**Signal wires on met1**

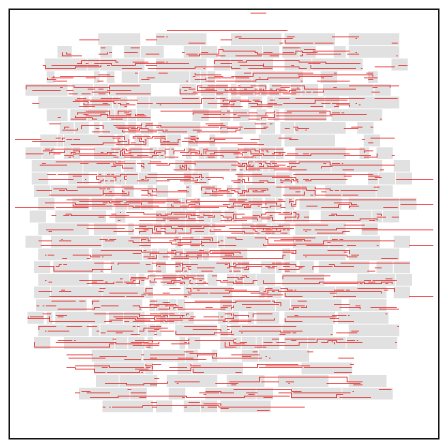
**Met2 routing**

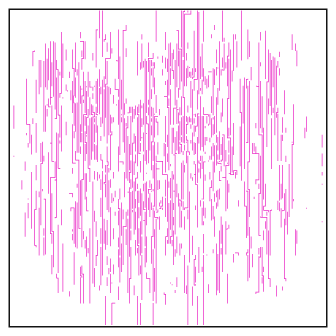
**Metal 3**

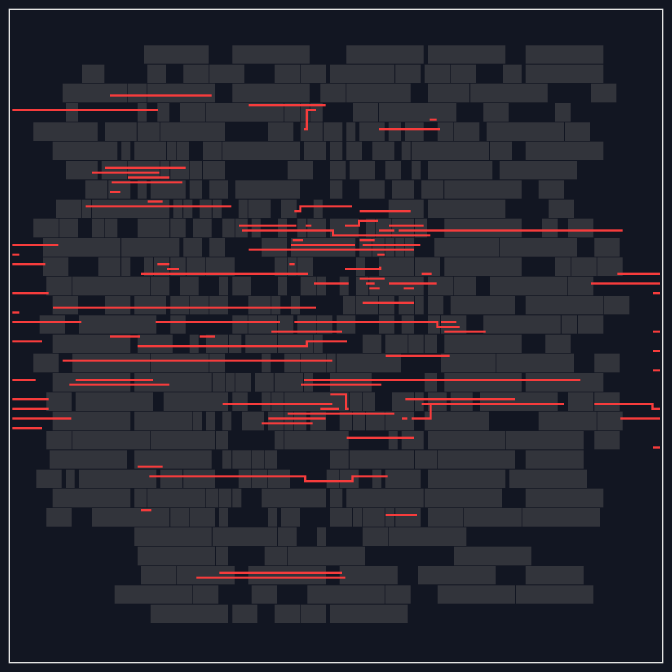
**The metal 4 layer**

The bar under the picture is 20 µm long.
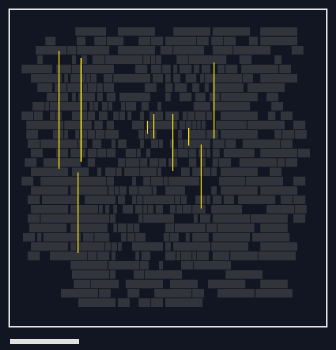
**Track usage over the die**

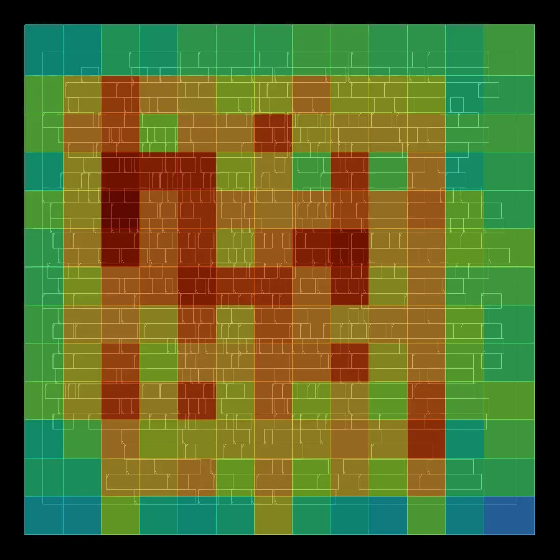
[src/rtl/pc16_stack_if.sv]
// Command/status bundle between the jump-target mux, the program counter and
// the instruction-memory address port.
interface pc16_stack_if #(
  parameter int WIDTH = 16
);
  logic [WIDTH-1:0] in;
  logic             load;
  logic             inc;
  logic             call;
  logic             ret;
  logic [WIDTH-1:0] out;
  logic             stk_empty;
  logic             stk_full;
  logic             err;

  modport master (
    output in, load, inc, call, ret,
    input  out, stk_empty, stk_full, err
  );

  modport slave (
    input  in, load, inc, call, ret,
    output out, stk_empty, stk_full, err
  );
endinterface

[src/rtl/pc16_stack.sv]
// Program counter with a LIFO return-address stack (load > call > ret > inc > hold).
// Optional macro PC16_HALT_EN adds a `halt` input that freezes all state.
module pc16_stack #(
  parameter int               WIDTH     = 16,
  parameter int               DEPTH     = 4,
  parameter logic [WIDTH-1:0] RESET_VEC = '0
) (
  input  logic         clk,
  input  logic         rst_n,
`ifdef PC16_HALT_EN
  input  logic         halt,
`endif
  pc16_stack_if.slave  bus
);

  localparam int PTR_W = $clog2(DEPTH + 1);
  localparam int IDX_W = $clog2(DEPTH);

  function automatic logic [WIDTH-1:0] wrap_inc(input logic [WIDTH-1:0] v);
    return v + WIDTH'(1);
  endfunction

  logic [WIDTH-1:0] stack_mem [DEPTH];
  logic [WIDTH-1:0] pc_p0, pc_nxt;
  logic [PTR_W-1:0] ptr_p0, ptr_nxt;
  logic             err_p0, err_nxt;
  logic             empty_p0, full_p0;
  logic             push_en;
  logic [IDX_W-1:0] push_idx, top_idx;
  logic             halt_i;

`ifdef PC16_HALT_EN
  assign halt_i = halt;
`else
  assign halt_i = 1'b0;
`endif

  assign push_idx = IDX_W'(ptr_p0);
  assign top_idx  = IDX_W'(ptr_p0 - PTR_W'(1));

  // Only the highest-priority asserted command may touch the stack.
  always_comb begin
    pc_nxt  = pc_p0;
    ptr_nxt = ptr_p0;
    err_nxt = err_p0;
    push_en = 1'b0;
    if (!halt_i) begin
      if (bus.load) begin
        pc_nxt = bus.in;
      end else if (bus.call) begin
        pc_nxt = bus.in;
        if (ptr_p0 != PTR_W'(DEPTH)) begin
          push_en = 1'b1;
          ptr_nxt = ptr_p0 + PTR_W'(1);
        end else begin
          err_nxt = 1'b1;
        end
      end else if (bus.ret) begin
        if (ptr_p0 != '0) begin
          pc_nxt  = stack_mem[top_idx];
          ptr_nxt = ptr_p0 - PTR_W'(1);
        end else begin
          err_nxt = 1'b1;
        end
      end else if (bus.inc) begin
        pc_nxt = wrap_inc(pc_p0);
      end
    end
  end

  // Stage p0: control state and registered flags.
  always_ff @(posedge clk or negedge rst_n) begin
    if (!rst_n) begin
      pc_p0    <= RESET_VEC;
      ptr_p0   <= '0;
      err_p0   <= 1'b0;
      empty_p0 <= 1'b1;
      full_p0  <= 1'b0;
    end else begin
      pc_p0    <= pc_nxt;
      ptr_p0   <= ptr_nxt;
      err_p0   <= err_nxt;
      empty_p0 <= (ptr_nxt == '0);
      full_p0  <= (ptr_nxt == PTR_W'(DEPTH));
    end
  end

  // Stack storage carries data only, so it is left out of reset.
  always_ff @(posedge clk) begin
    if (push_en) begin
      stack_mem[push_idx] <= wrap_inc(pc_p0);
    end
  end

  assign bus.out       = pc_p0;
  assign bus.stk_empty = empty_p0;
  assign bus.stk_full  = full_p0;
  assign bus.err       = err_p0;

endmodule
[src/flat_wrapper.sv]
// flat-port wrapper written by rule: the top's interface ports become plain ports
module pc16_stack_flat 
#(
  parameter int               WIDTH     = 16,
  parameter int               DEPTH     = 4,
  parameter logic [WIDTH-1:0] RESET_VEC = '0
)
  (clk, rst_n, bus_in, bus_load, bus_inc, bus_call, bus_ret, bus_out, bus_stk_empty, bus_stk_full, bus_err);
  pc16_stack_if #(.WIDTH(WIDTH)) bus_i ();
  input  logic clk;
  input  logic rst_n;
  input wire logic [$bits(bus_i.in)-1:0] bus_in;
  input wire logic [$bits(bus_i.load)-1:0] bus_load;
  input wire logic [$bits(bus_i.inc)-1:0] bus_inc;
  input wire logic [$bits(bus_i.call)-1:0] bus_call;
  input wire logic [$bits(bus_i.ret)-1:0] bus_ret;
  output wire logic [$bits(bus_i.out)-1:0] bus_out;
  output wire logic [$bits(bus_i.stk_empty)-1:0] bus_stk_empty;
  output wire logic [$bits(bus_i.stk_full)-1:0] bus_stk_full;
  output wire logic [$bits(bus_i.err)-1:0] bus_err;
  assign bus_i.in = bus_in;
  assign bus_i.load = bus_load;
  assign bus_i.inc = bus_inc;
  assign bus_i.call = bus_call;
  assign bus_i.ret = bus_ret;
  assign bus_out = bus_i.out;
  assign bus_stk_empty = bus_i.stk_empty;
  assign bus_stk_full = bus_i.stk_full;
  assign bus_err = bus_i.err;
  pc16_stack #(.WIDTH(WIDTH), .DEPTH(DEPTH), .RESET_VEC(RESET_VEC)) u_core (.clk(clk), .rst_n(rst_n), .bus(bus_i));
endmodule
[config.mk]
export PLATFORM = sky130hd
export DESIGN_NAME = pc16_stack_flat
export DESIGN_NICKNAME = d
export VERILOG_FILES = /design/src/rtl/pc16_stack_if.sv /design/src/rtl/pc16_stack.sv /design/src/flat_wrapper.sv
export SDC_FILE = /design/constraint.sdc
export NUM_CORES = 1
export LEC_CHECK = 0
export CORE_MARGIN = 3
export CORE_UTILIZATION = 57
export DETAILED_ROUTE_END_ITERATION = 6
export PLACE_DENSITY = 0.87
export SKIP_LAST_GASP = 1
export SYNTH_ARGS = -nofsm -noshare
export SYNTH_HDL_FRONTEND = slang
export SYNTH_SLANG_ARGS = --single-unit
[constraint.sdc]
create_clock -name clk -period 3.22 [get_ports clk]
set_input_delay 0.644 -clock clk [delete_from_list [all_inputs] [get_ports clk]]
set_output_delay 0.644 -clock clk [all_outputs]
set_load 0.03 [all_outputs]
==> results.yml <==
# flow metrics
synthesis:
  ys_ff: 86
  syn_area_per_cell_um2: 13.1
  ff_type: "edfxtp_1"
  ys_cells: 322
  logic_family: "AND-OR/OR-AND gates"
  fp_nets: 350
  synth.most_common_cell: "edfxtp_1"
  yosys_area_um2: 4210
sta:
  max_slew_margin_pct: 59.4
  hold_violations: 0
  rsz0062_at_grt: "no"
  skew_ns: 0.0131
  setup_viol: 0
  period_used_pct: 76.7
  fin_setup_tns_ns: 0
  max_clock_freq_mhz: 405
floorplan:
  fp-row-count: 30
  coreArea_um2: 6980
finish:
  mostFrequentLayoutCells: "edfxtp_1 (64), clkdlybuf4s50_1 (40), nor2_1 (24), nand2_1 (24), dfrtp_1 (21)"
  final_nets: 397
  antenna_cells: 0
cts:
  cts_buffer_depth: 2
  cts_tree: "built"
power:
  power_mw: 3.70
  vdd_ir_drop_max_mv: 0.630
routing:
  drt-total-wl_um: 10100
  wl_met3_um: 830
outcome:
  status: "complete, no violations"
worst_setup_path:
  reg2reg_slack_ns: 0.75
  endpoint_kind: "flop"
  cpPeakStageDelay_ns: 0.69
  path_max_fanout: 14
  crit_buf_inv: 1
grt:
  grt_overflow: 0
  met2_usage_pct: 39.9
job:
  drv_cap: 0
## Picture notes: 'signal wires on met1'
nets with wire on the layer	362
share of all routed wire	43%

## Picture notes: 'met2 routing'
main direction	vertical
share of all routed wire	48%
nets with wire on the layer	356
wire length on this layer	4,820 µm

## Picture notes: 'metal 3'
main direction	horizontal
share of all routed wire	8.2%
wire length on this layer	830 µm

## Picture notes: 'the metal 4 layer'
nets with wire on the layer	7
wire length on this layer	158 µm
share of all routed wire	1.6%

## Picture notes: 'track usage over the die'
Layout Utilization: 70.4%
GRT Resource Usage Total: 25.9%
GRT met3 Usage: 3.86%
post-DR wirelength/cell: 21.5 µm

==> power by group <==
part	switching, mW	leakage [nW]	total [mW]	internal (mW)
combinational	0.796	0.847	1.39	0.592
clock	0.389	0.0899	0.750	0.360
sequential	0.148	0.842	1.57	1.42
total	1.33	1.78	3.70	2.37
==> cell type report <==
class	instances	area, µm²
clock buffer	11	131
clock inverter	5	58.8
fill	487	2060
inverter	6	22.5
multi-input combinational	213	1610
sequential	86	2470
tap	96	120
timing repair buffer	53	498
==> registers in the layout, summed over array words and instances (netlist names) <==
signal                cells
u_core.bus.stk_full       1
u_core.bus.err            1
u_core.ptr_p0             3
u_core.bus.out           16
u_core.bus.stk_empty      1
u_core.stack_mem         64
Power figures rest on the tool's default switching activity, not on a simulated workload.
